## config.mk

```make
export PLATFORM = sky130hd
export DESIGN_NAME = map9_arbiter
export DESIGN_NICKNAME = d
export VERILOG_FILES = /design/src/rtl/map9_pkg.sv /design/src/rtl/map9_arbiter_rr_picker.sv /design/src/rtl/map9_arbiter.sv
export SDC_FILE = /design/constraint.sdc
export NUM_CORES = 1
export LEC_CHECK = 0
export ABC_AREA = 0
export CAP_MARGIN = 20
export CORE_AREA = 2 2 69 71
export DETAILED_ROUTE_END_ITERATION = 8
export DIE_AREA = 0 0 71 73
export GPL_TIMING_DRIVEN = 0
export PLACE_DENSITY_LB_ADDON = 0.12
export SYNTH_ARGS = -nofsm -noshare
export SYNTH_HDL_FRONTEND = slang
export SYNTH_SLANG_ARGS = --single-unit
```

## constraint.sdc

```tcl
create_clock -name clock -period 4.6 [get_ports clock]
set_input_delay 0.92 -clock clock [delete_from_list [all_inputs] [get_ports clock]]
set_output_delay 0.92 -clock clock [all_outputs]
set_load 0.02 [all_outputs]
```

## src/rtl/map9_pkg.sv

```systemverilog
// map9_pkg
// Shared definitions for the map9v3 request arbiter: the scheduler state
// encoding, the core operand/result widths, default timing parameters and a
// small modular-increment helper used by the round-robin pointer.
// No ports (package).

package map9_pkg;

    // Scheduler states, in the order a request moves through them.
    typedef enum logic [2:0] {
        IDLE,
        START,
        ACK,
        RUN,
        RESP
    } state_t;

    // Widths of the map9v3 core N operand and dp result.
    localparam int N_W  = 4;
    localparam int DP_W = 4;

    // Default timing: the core double-registers and edge-detects start, so
    // the pulse must survive at least two of its samples.
    localparam int DEF_START_HOLD = 3;
    localparam int DEF_TIMEOUT    = 255;
    localparam int DEF_TW         = 8;

    // Returns (v + 1) mod n without a divider.
    function automatic int wrap_inc(input int v, input int n);
        return (v + 1 >= n) ? 0 : v + 1;
    endfunction

endpackage

```

## src/rtl/map9_arbiter_rr_picker.sv

```systemverilog
// rr_picker
// Combinational round-robin first-one finder. Starting at index ptr and
// wrapping, it selects the first asserted request.
// Ports:
//   req    in   NUM_REQ  request vector
//   ptr    in   IW       index with highest priority this cycle
//   onehot out  NUM_REQ  one-hot selection (all zero when no request)
//   idx    out  IW       binary index of the selection
//   any    out  1        at least one request is asserted

module rr_picker
    import map9_pkg::*;
#(
    parameter int NUM_REQ = 4,
    parameter int IW      = 2
) (
    input  logic [NUM_REQ-1:0] req,
    input  logic [IW-1:0]      ptr,
    output logic [NUM_REQ-1:0] onehot,
    output logic [IW-1:0]      idx,
    output logic               any
);

    // Walk the requesters in priority order starting at ptr; the first hit
    // wins and later hits are masked by 'any'.
    always_comb begin
        int j;
        j      = 0;
        onehot = '0;
        idx    = '0;
        any    = 1'b0;
        for (int i = 0; i < NUM_REQ; i++) begin
            j = int'(ptr) + i;
            if (j >= NUM_REQ) begin
                j = j - NUM_REQ;
            end
            if (!any && req[j]) begin
                any       = 1'b1;
                onehot[j] = 1'b1;
                idx       = IW'(j);
            end
        end
    end

endmodule

```

## src/rtl/map9_arbiter.sv

```systemverilog
// map9_arbiter
// Round-robin scheduler sharing one map9v3 core between NUM_REQ requesters.
// One request is in flight at a time: grant, pulse core start, wait for the
// core to clear and then raise done, and return dp through a valid/ready
// response. A watchdog turns a hung core into an error response.
// Ports:
//   clock       in   1          rising-edge clock
//   reset       in   1          asynchronous, active-low reset
//   req         in   NUM_REQ    per-requester request, held until granted
//   req_n       in   4*NUM_REQ  per-requester N operand (slice i for req[i])
//   gnt         out  NUM_REQ    one-hot 1-cycle grant pulse
//   rsp_valid   out  1          response available
//   rsp_ready   in   1          response consumer ready
//   rsp_id      out  clog2(NUM_REQ) requester owning the response
//   rsp_dp      out  4          core dp result (0 on error)
//   rsp_err     out  1          watchdog timeout
//   busy        out  1          high outside IDLE
//   core_start  out  1          to core start
//   core_n      out  4          to core N
//   core_done   in   1          from core done (level)
//   core_dp     in   4          from core dp

module map9_arbiter
    import map9_pkg::*;
#(
    parameter int NUM_REQ    = 4,
    parameter int START_HOLD = DEF_START_HOLD,
    parameter int TIMEOUT    = DEF_TIMEOUT,
    parameter int TW         = DEF_TW
) (
    input  logic                       clock,
    input  logic                       reset,
    input  logic [NUM_REQ-1:0]         req,
    input  logic [N_W*NUM_REQ-1:0]     req_n,
    output logic [NUM_REQ-1:0]         gnt,
    output logic                       rsp_valid,
    input  logic                       rsp_ready,
    output logic [$clog2(NUM_REQ)-1:0] rsp_id,
    output logic [DP_W-1:0]            rsp_dp,
    output logic                       rsp_err,
    output logic                       busy,
    output logic                       core_start,
    output logic [N_W-1:0]             core_n,
    input  logic                       core_done,
    input  logic [DP_W-1:0]            core_dp
);

    localparam int IW = $clog2(NUM_REQ);
    localparam int HW = $clog2(START_HOLD) + 1;

    state_t             state;
    logic [IW-1:0]      rr_ptr;
    logic [IW-1:0]      cur_id;
    logic [TW-1:0]      wdog;
    logic [HW-1:0]      hold_cnt;

    logic [NUM_REQ-1:0] pick_onehot;
    logic [IW-1:0]      pick_idx;
    logic               pick_any;
    logic               wd_expired;

    rr_picker #(
        .NUM_REQ (NUM_REQ),
        .IW      (IW)
    ) u_picker (
        .req    (req),
        .ptr    (rr_ptr),
        .onehot (pick_onehot),
        .idx    (pick_idx),
        .any    (pick_any)
    );

    // The watchdog starts at 0 on the first START cycle, so the cycle in
    // which it reads TIMEOUT-1 is the TIMEOUT-th cycle since start.
    assign wd_expired = (wdog == TW'(TIMEOUT - 1));

    // Single scheduler FSM; every output is a register updated here.
    always_ff @(posedge clock or negedge reset) begin
        if (!reset) begin
            state      <= IDLE;
            rr_ptr     <= '0;
            cur_id     <= '0;
            wdog       <= '0;
            hold_cnt   <= '0;
            gnt        <= '0;
            rsp_valid  <= 1'b0;
            rsp_id     <= '0;
            rsp_dp     <= '0;
            rsp_err    <= 1'b0;
            busy       <= 1'b0;
            core_start <= 1'b0;
            core_n     <= '0;
        end else begin
            gnt <= '0;
            case (state)
                IDLE: begin
                    if (pick_any) begin
                        gnt        <= pick_onehot;
                        core_n     <= req_n[int'(pick_idx)*N_W +: N_W];
                        cur_id     <= pick_idx;
                        rr_ptr     <= IW'(wrap_inc(int'(pick_idx), NUM_REQ));
                        core_start <= 1'b1;
                        hold_cnt   <= '0;
                        wdog       <= '0;
                        busy       <= 1'b1;
                        state      <= START;
                    end
                end

                START: begin
                    wdog <= wdog + TW'(1);
                    if (wd_expired) begin
                        core_start <= 1'b0;
                        rsp_valid  <= 1'b1;
                        rsp_id     <= cur_id;
                        rsp_dp     <= '0;
                        rsp_err    <= 1'b1;
                        state      <= RESP;
                    end else if (hold_cnt == HW'(START_HOLD - 1)) begin
                        core_start <= 1'b0;
                        state      <= ACK;
                    end else begin
                        hold_cnt <= hold_cnt + HW'(1);
                    end
                end

                // done still high here is left over from the previous run;
                // it must drop before a new done can be trusted.
                ACK: begin
                    wdog <= wdog + TW'(1);
                    if (wd_expired) begin
                        rsp_valid <= 1'b1;
                        rsp_id    <= cur_id;
                        rsp_dp    <= '0;
                        rsp_err   <= 1'b1;
                        state     <= RESP;
                    end else if (!core_done) begin
                        state <= RUN;
                    end
                end

                // done is tested ahead of the watchdog so a simultaneous
                // arrival still returns a good result.
                RUN: begin
                    wdog <= wdog + TW'(1);
                    if (core_done) begin
                        rsp_valid <= 1'b1;
                        rsp_id    <= cur_id;
                        rsp_dp    <= core_dp;
                        rsp_err   <= 1'b0;
                        state     <= RESP;
                    end else if (wd_expired) begin
                        rsp_valid <= 1'b1;
                        rsp_id    <= cur_id;
                        rsp_dp    <= '0;
                        rsp_err   <= 1'b1;
                        state     <= RESP;
                    end
                end

                RESP: begin
                    if (rsp_ready) begin
                        rsp_valid <= 1'b0;
                        busy      <= 1'b0;
                        state     <= IDLE;
                    end
                end

                default: begin
                    state <= IDLE;
                end
            endcase
        end
    end

endmodule

```

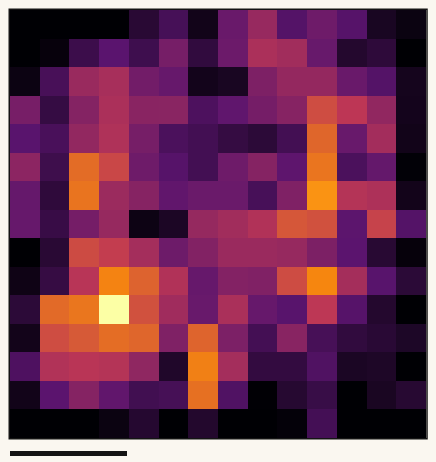
(signal metal coverage by tile)
Bar = 20 um. 14 x 15 tiles, from black (low) to pale yellow (high), scaled to the fullest tile. Values are wire area over tile area, all layers added.
mean over tiles: 0.14
nearly empty tiles: 11%
emptiest ninth of the die: bottom right
fullest tile: 0.52
tiles over half the peak: 13%

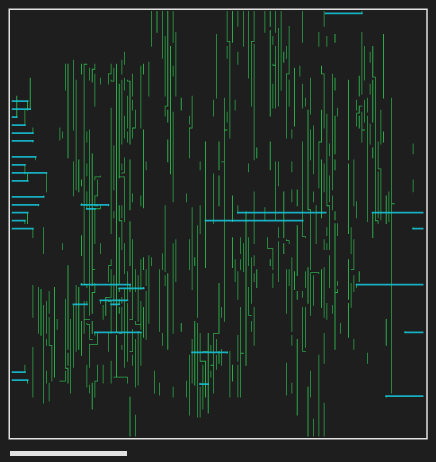
(wiring by layer)
Bar = 20 um. Two of the layers only.
| layer | colour | wire length |
|---|---|---|
| metal 3 | cyan | 162 um |
| metal 2 | green | 2,390 um |

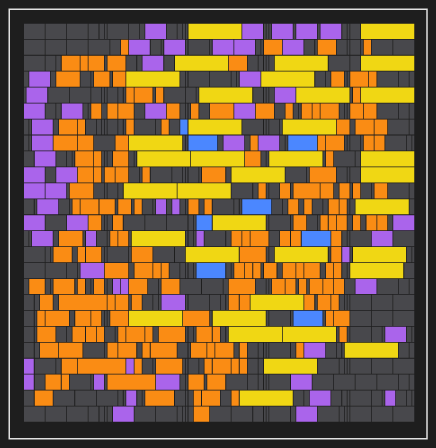
(cell classes on the final placement)
Fill, decap, tap and diode cells in grey.
| class | colour | cells | share of their area |
|---|---|---|---|
| sequential cells | yellow | 36 | 33% |
| clock drivers and dummy loads | blue | 8 | 3.4% |
| combinational and other logic | orange | 187 | 45% |
| remaining buffers and delay cells | purple | 57 | 18% |

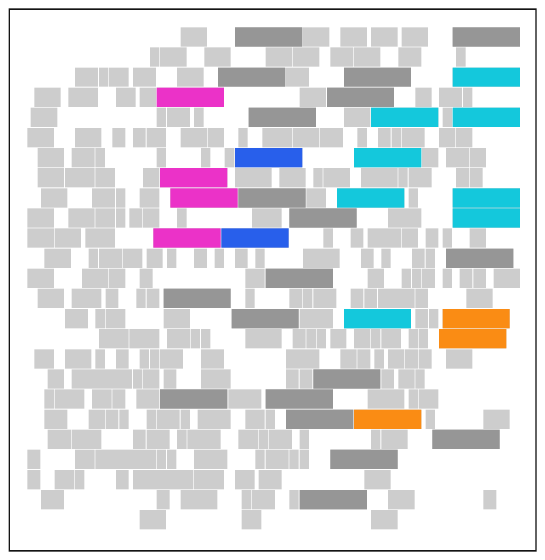
(sequential cells coloured by netlist name)
Other sequential cells in the stronger grey, the rest of the logic in the fainter grey.
| name in the netlist | colour | placed flops |
|---|---|---|
| `core_n` | magenta | 4 |
| `cur_id` | blue | 2 |
| `state` | orange | 3 |
| `wdog` | cyan | 8 |
not coloured: 19

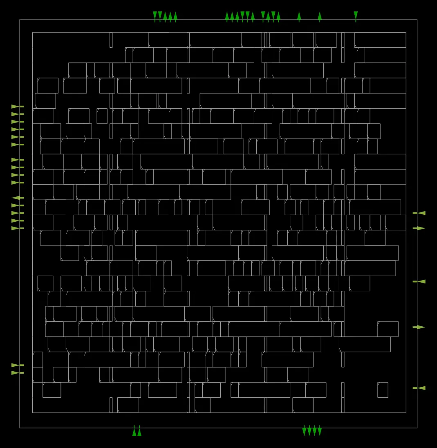
(placed standard cells)
# fillers: 409
Core Region: 4540 um2
row count: 25

==> flow.log <==
[report] implementation figures
[metrics] result of the run: completed
[metrics] FP Core Util: 48.8%
[metrics] fraction of layout cells with a size suffix above 1: 10.8%
[metrics] worst reg2reg path depth: 13
[metrics] max frequency: 0.268 GHz
[metrics] final period demand of the worst path: 3740 ps
[metrics] insertion delay at the late pin of the worst-skew pair: 280 ps
[metrics] Setup Total Neg Slack: 0 ps
[metrics] setup slack, reg-to-reg: 860 ps
[metrics] count of vias placed by the detailed router: 1,908
[metrics] type of element launching the critical path: flip-flop
[metrics] maximum number of pins on one net before global-route repair: 37
[metrics] mean number of vias per cell: 5.58
[metrics] post-synthesis instance area: 2210 um2
[metrics] cell count after synthesis: 237
[metrics] number of antenna violations at the first check in global routing: 0
[metrics] critical register-to-register path startpoint: rr_ptr[0]$_DFFE_PN0P_
[metrics] flip-flops: 36
[metrics] hold crit path type: flip-flop to flip-flop
[metrics] Inserted Clock Buffers: 5
[metrics] crit path kind: flip-flop to flip-flop
[metrics] number of max-capacitance violations reported: 0
[metrics] mean post-synth cell area: 9.34 um2
[metrics] count of plain and timing-repair buffers in the layout: 57
-- metal layers --
layer | track usage, % | share of wire (%) | up-vias
met2 | 33.2 | 49 | 49
met1 | 27.0 | 47 | 894
met4 | 5.87 | 0.70 | 0
met3 | 3.87 | 3.3 | 2
li1 | - | - | 963
met5 | 0 | 0 | -
-- metrics by stage --
step | cell area [um2] | power, uW
CTS | 2800 | 1920
global route | 2800 | 2080
floorplan | 2210 | 1340
finish | 2800 | 1910
global placement | 2700 | 1660
detailed placement | 2700 | 1690
-- critical path, cell delays in order, from the launching register on --
cell                       delay (ps)
sky130_fd_sc_hd__dfrtp_1          400
sky130_fd_sc_hd__buf_6            150
sky130_fd_sc_hd__clkbuf_1         370
sky130_fd_sc_hd__inv_1            100
sky130_fd_sc_hd__clkbuf_1         280
sky130_fd_sc_hd__ha_1             510
sky130_fd_sc_hd__mux4_2           640
sky130_fd_sc_hd__nor2b_4          140
sky130_fd_sc_hd__buf_6            130
sky130_fd_sc_hd__nor2_1            60
sky130_fd_sc_hd__buf_2            210
sky130_fd_sc_hd__a211o_1          320
sky130_fd_sc_hd__a21o_1           180
sky130_fd_sc_hd__a31oi_1          150
-- logic make-up after synthesis --
logic type	synth area share [%]
and+or+nand+nor	16.9
DFF	40.7
muxes	6.56
xor gates and xnor gates	2.37
adders and majority gates	4.52
AOI/OAI and AO/OA	22.4
buffers and inverters	6.56
-- registers in the layout, indices dropped and copies added (netlist names) --
| signal | count |
|---|---|
| wdog | 8 |
| busy | 1 |
| hold_cnt | 3 |
| rsp_valid | 1 |
| rr_ptr | 2 |
| rsp_dp | 4 |
| core_n | 4 |
| cur_id | 2 |
| rsp_err | 1 |
| rsp_id | 2 |
| state | 3 |
| gnt | 4 |
| core_start | 1 |
-- placed cells by master (no fill, tap or decap), types with 4 or more instances in the layout --
cell / n
sky130_fd_sc_hd__o211ai_1: 6
sky130_fd_sc_hd__nand2_1: 13
sky130_fd_sc_hd__dfrtp_1: 36
sky130_fd_sc_hd__a22oi_1: 4
sky130_fd_sc_hd__inv_1: 17
sky130_fd_sc_hd__clkdlybuf4s50_1: 41
sky130_fd_sc_hd__xor2_1: 4
sky130_fd_sc_hd__a21oi_1: 8
sky130_fd_sc_hd__nor2_1: 31
sky130_fd_sc_hd__buf_2: 6
sky130_fd_sc_hd__mux2_2: 6
sky130_fd_sc_hd__ha_1: 8
sky130_fd_sc_hd__clkbuf_8: 6
sky130_fd_sc_hd__a2bb2oi_1: 4
sky130_fd_sc_hd__nand3_1: 9
sky130_fd_sc_hd__a22o_1: 4
sky130_fd_sc_hd__o21ai_0: 10
sky130_fd_sc_hd__a31oi_1: 5
sky130_fd_sc_hd__clkbuf_1: 7
sky130_fd_sc_hd__a221oi_1: 5
sky130_fd_sc_hd__nand4_1: 4
-- where the power goes --
group	total [uW]	internal (uW)	leakage, uW	switching (uW)
Clock	229	122	0.0000445	108
Combinational	1150	519	0.000726	628
Sequential	531	440	0.000446	91.0
Power is estimated from default activity; no workload was simulated.
